==> config.mk <==
export PLATFORM = sky130hd
export DESIGN_NAME = cursor_axi
export DESIGN_NICKNAME = d
export VERILOG_FILES = /design/src/rtl/cursor_axi_pkg.sv /design/src/rtl/cursor_axi.sv
export SDC_FILE = /design/constraint.sdc
export NUM_CORES = 1
export LEC_CHECK = 0
export CAP_MARGIN = 20
export CORE_MARGIN = 3
export CORE_UTILIZATION = 52
export DETAILED_ROUTE_END_ITERATION = 7
export GPL_ROUTABILITY_DRIVEN = 0
export PLACE_DENSITY = 0.85
export SLEW_MARGIN = 20
export SYNTH_ARGS = -nofsm -noshare
export SYNTH_HDL_FRONTEND = slang
export SYNTH_SLANG_ARGS = --single-unit
==> constraint.sdc <==
create_clock -name clk -period 5.6 [get_ports clk]
set_clock_uncertainty 0.15 [all_clocks]
set_input_delay 1.4 -clock clk [delete_from_list [all_inputs] [get_ports clk]]
set_output_delay 1.4 -clock clk [all_outputs]
set_load 0.005 [all_outputs]
run_1/class_map.png
Scale: 4 px per um. Fill, decap, tap and diode cells in gray.
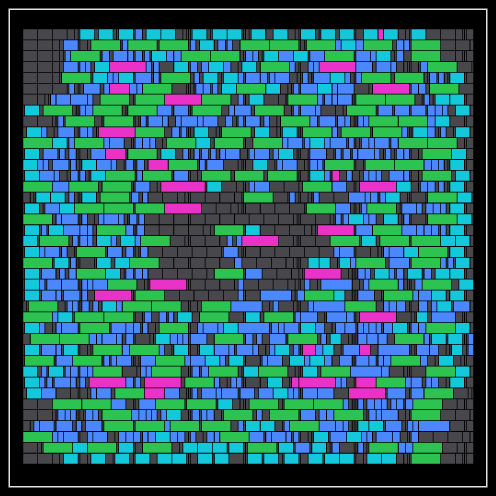
Key: green = registers [cells 160, share of their area 37%]; blue = remaining logic cells [cells 519, share of their area 36%]; cyan = remaining buffers and delay cells [cells 178, share of their area 20%]; magenta = clock drivers and dummy loads [cells 28, share of their area 6.4%]
Final Core Density: 72.3%
Seq/total area: 36.1%
Core Area: 12300 um^2
Post-Layout Inst Area: 8870 um^2
Site Rows: 40

run_1/congestion_map.png
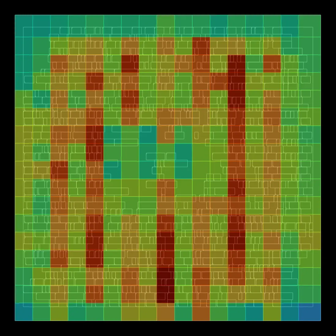
GR Util met1: 29.8%
GR Util All Layers: 23.3%
post-DR wirelength/cell: 15.6 um

run_1/layers.png
Scale: 4 px per um.
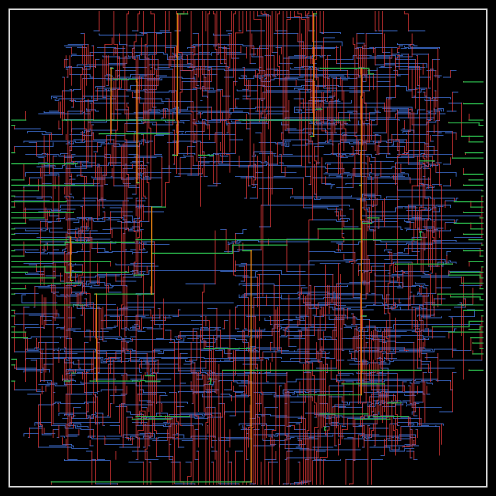
Key: green = M3 [wire length 951 um]; orange = M4 [wire length 302 um]; red = M2 [wire length 8010 um]; blue = M1 [wire length 7220 um]
total number of vias: 5458
Total Wirelength: 16500 um

==> results.cfg, run 1 <==
; yosys + openroad results
[global_route]
grt_antenna_before_repair = 0
grt_max_degree = 83
grt_util_met3_pct = 5.75
grtUsageMet2_pct = 38.3
top_usage_layer = met2
grt_pass1_wl_um = 26700
grt_pass1_vias = 5204

[clocking]
postCtsHoldBufs = 0
clkSinkCount = 160
numCtsBuffers = 17
clk_pin_slew_worst_paths_ns = 0.06
cts_resized = 0
cts_tree = built
cts.htree.levels = 4
post_cts_buffers = 0

[yosys]
ys_seq_share_pct = 48.3
yosys_area_um2 = 6640
top_cells_by_area = dfxtp_1, nand2_1, mux2i_1, mux2_2, a21oi_1
synthesis.area_um2 = 6640
syn_inst = 733
async_flop_share_pct = 0
edf_count = 0
yosysTopAreaCellShare_pct = 48.3
yosys-top-cells-count = nand2_1, dfxtp_1, a21oi_1
ys_types = 35

[power_and_ir_drop]
p_sw_mw = 0.598
p_int_mw = 1.96
ir_drop_mv = 0.209
pg_clk_mw = 1.09
seq-power_mw = 1.21
total_power_mw = 2.56
pg_comb_mw = 0.259
combPwrFrac_pct = 10.1
pwr-share-seq_pct = 47.3
p_sw_share_pct = 23.4
power_density_nw_per_um2 = 288
power-top-group = sequential cells
clockPowerShare_pct = 42.6

[worst_setup_path]
path_cells = buf_4 -> nor4_4 -> clkdlybuf4s50_1
cp_top_family = buffers and inverters
worst-path-buf-inv = 2
crit_required_ns = 4.05
cp_data_arrival_time_ns = 2.83
crit_fanout = 61
endpoint_kind = primary output
crit_cells = 3
worstSetupStartpointType = input port
reg2reg_slack_ns = 3.12
crit_path_max_incr_delay_ns = 0.62

[detailed_routing]
wl_met3_um = 950
first_pass_iters = 4
drc = 0
vias_per_cell = 5.18
top_layer_used = met4
met1_length_um = 7220
wl_met2_um = 8010

[job]
warning_count = 28
maxCapViolations = 0

[timing]
setup-violations-final = 0
rsz0062_at_grt = no
fin_crit_ns = 4.38
worst_pin_slew_ns = 1.08
drv_slew = 0
finalCritPeriodShare_pct = 78.2
finalHoldViolCount = 0

[floorplan]
chipWidth_um = 119
dieArea_um2 = 14200
io_pins = 175
fp.dieH_um = 119

[cells_and_area]
drive_gt1_share_pct = 11.1
lay_top_cells = nand2_1, clkdlybuf4s50_1, dfxtp_1
nets = 935
layoutNonFillerInstCount = 1053
fillers = 895
n_antenna_cell = 0

[run_status]
status = completed

[placed_design]
dp_hpwl_um = 10800
portBuffers = 170
dpl-instance-area_um2 = 8310
dp_slack_ns = 1.21
dpl.cell_count = 1025

[hold_path]
whs_path_depth = 2
## run 1: final cells by class
type,count,area (um^2),area share (%)
flip-flops and latches,160,3200,36.1
multi-input cells,517,3130,35.3
well taps,168,210,2.37
inverters,2,7.51,0.0847
clock inverters,5,56.3,0.635
repair buffers,178,1760,19.8
clock buffers,23,498,5.62
## run 1: cells by family (layout without fill, tap and decap cells)
group	Yosys count	in the layout	share of synthesized area (%)
buffers and inverters	57	208	4.73
muxes	116	116	18.3
other	1	2	0.0565
AOI/OAI and AO/OA	92	92	7.33
DFF	160	160	48.3
and+or+nand+nor	307	307	21.3
## run 1: worst register-to-register path: stages (launching register included)
cell and delay [ns]:
dfxtp_2 1.04, o21ai_2 0.22, nor4_4 0.31, buf_4 0.40, mux2i_1 0.28
## Run 2: what changed since run 1
CORE_UTILIZATION = 49   (was 52)
PLACE_DENSITY = 0.81   (was 0.85)
clock period = 4.3 ns   (was 5.6 ns; I/O delays follow)
==> run 2 against run 1 <==
Compared with the run above:
- worst hold slack improved by 0.0014 ns
- first-iteration DRC count decreased by 37%
- sequential share of layout area decreased by 0.23 points
- area after synthesis unchanged
- cell count increased by 1.2%
- synthesized cell count unchanged
- sequential power increased by 29%
- via count about the same
- total power increased by 31%
- wire length increased by 1.5%
==> results.cfg, run 2 <==
; yosys + openroad results
[worst_setup_path]
worst-path-buf-inv = 3
crit_required_ns = 3.07
cp_data_arrival_time_ns = 2.08
worstSetupStartpointType = input port
path_cells = buf_4 -> nor4_4 -> buf_4 -> clkdlybuf4s50_1
cp_top_family = buffers and inverters
crit_fanout = 10
crit_cells = 4
endpoint_kind = primary output
crit_path_max_incr_delay_ns = 0.51
reg2reg_slack_ns = 2.03
critPathSlowestCell = clkdlybuf4s50_1

[clocking]
numCtsBuffers = 17
postCtsHoldBufs = 0
clkSinkCount = 160
cts_tree = built
cts_resized = 0
post_cts_buffers = 0
cts.htree.levels = 4
clk_pin_slew_worst_paths_ns = 0.06

[hold_path]
whs_path_depth = 2

[yosys]
top_cells_by_area = dfxtp_1, nand2_1, mux2i_1, mux2_2, a21oi_1
mux_area_share_pct = 18.3
synthesis.area_um2 = 6640
top_logic_kind = simple AND/OR/NAND/NOR gates
yosys_area_um2 = 6640
adder_share_pct = 0
ys_types = 35
syn_inst = 733
async_flop_share_pct = 0
ys_seq_share_pct = 48.3
simple_gate_share_pct = 21.3
yosysTopAreaCellShare_pct = 48.3
edf_count = 0
synthAoiAreaFrac_pct = 7.33
xor_share_pct = 0
yosys-top-cells-count = nand2_1, dfxtp_1, a21oi_1

[detailed_routing]
wirelength_um = 16700
routedWlPerCell_um = 15.7
first_pass_iters = 4
vias_per_cell = 5.12
drc = 0
vias = 5459

[global_route]
grt_antenna_before_repair = 0
grt_max_degree = 74
grt_pass1_vias = 5215
grt_pass1_wl_um = 26200
grt.total_usage_pct = 22.3

[timing]
max_freq_ghz = 0.302
rsz0062_at_grt = no
fin_hold_ws_ns = 0.298
drv_slew = 0
setup_ws_ns = 0.994
setup-violations-final = 0
fin_crit_ns = 3.31
worst_pin_slew_ns = 0.908
finalHoldViolCount = 0

[run_status]
status = completed

[cells_and_area]
drive_gt1_share_pct = 12.0
layoutNonFillerInstCount = 1066
lay_top_cells = nand2_1, clkdlybuf4s50_1, dfxtp_1
n_antenna_cell = 0
nets = 940
fin_util_pct = 69.0

[placed_design]
dpl-instance-area_um2 = 8370
dpl.cell_count = 1034
dp_slack_ns = 0.995
portBuffers = 170
dp_hpwl_um = 11300

[floorplan]
dieArea_um2 = 15000
io_pins = 175

[power_and_ir_drop]
total_power_mw = 3.34
power_density_nw_per_um2 = 374

[job]
warning_count = 28
maxCapViolations = 0
[run 2: cell counts after synthesis]
Identical to the previous run, type by type.
[run 2: where the power goes]
part / total [mW] / internal [mW] / leakage [nW] / switching (mW)
clock network: 1.42 / 0.812 / 0.273 / 0.605
logic: 0.365 / 0.177 / 1.74 / 0.188
registers: 1.56 / 1.52 / 1.29 / 0.0367
[run 2: layout make-up]
cell class	count	area, um^2
inverter	2	7.51
clock buffer	19	443
clock inverter	13	114
tap	172	215
multi-input combinational	517	3130
fill	1029	4000
timing repair buffer	183	1810
sequential	160	3200
[run 2: metal layers]
layer	track usage, %	up-vias	share of wire, %
met5	0	-	0
li1	-	2750	-
met2	35.3	144	48
met1	28.6	2545	44
met3	7.10	20	6.5
met4	8.33	0	1.3
run_2/clock_wires.png
Scale: 3 px per um.
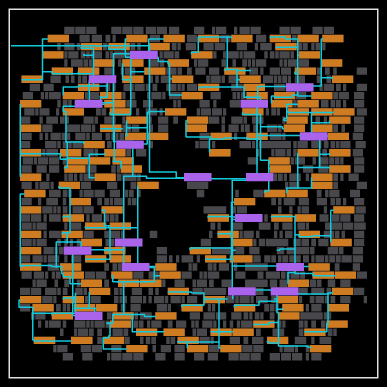
Key: orange = flip-flops [count 160]; purple = clock-net drivers [count 17]; cyan = clock wires [length 1780 um]
Position of the flops: all over the die.
clk_lat worst skew: 0.42 ns
Clk network pwr share: 42.5%

run_2/floorplan.png
Scale: 4 px per um. Pins as bars on the die edge. Tap cells in gray.
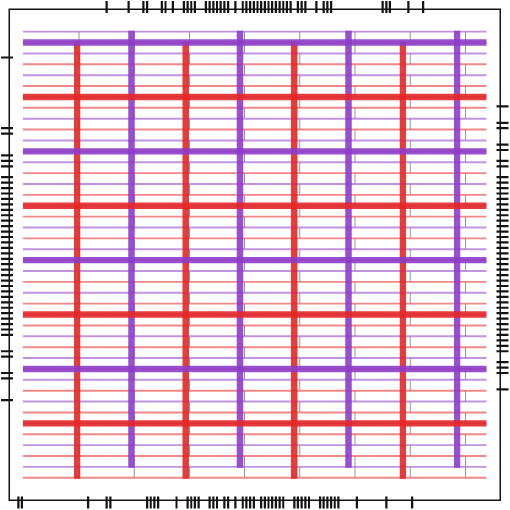
Key: red = VSS; purple = VDD
172 tap cells. 8 straps on met4. 42 met1 rails follow the rows.
Peak VDD IR: 0.271 mV
die extent in x: 122 um
overall die height: 122 um
Core Area: 12900 um^2

run_2/class_map.png
Scale: 4 px per um. Fill, decap, tap and diode cells in gray.
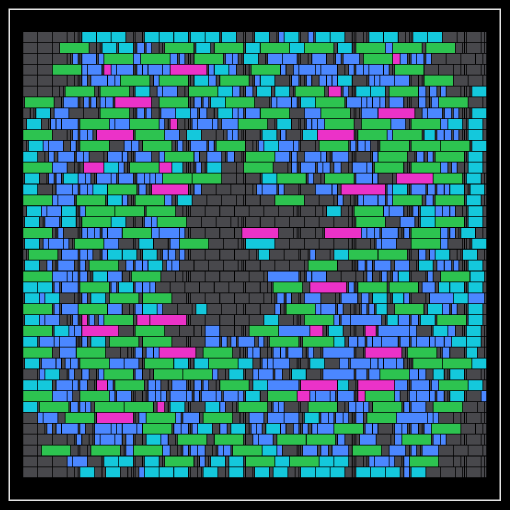
Key: cyan = remaining buffers and delay cells [cells 183, share of their area 21%]; green = registers [cells 160, share of their area 37%]; magenta = clock drivers and dummy loads [cells 32, share of their area 6.4%]; blue = remaining logic cells [cells 519, share of their area 36%]
Site Rows: 41
Post-Layout Inst Area: 8920 um^2

Power and IR drop assume default switching activity.
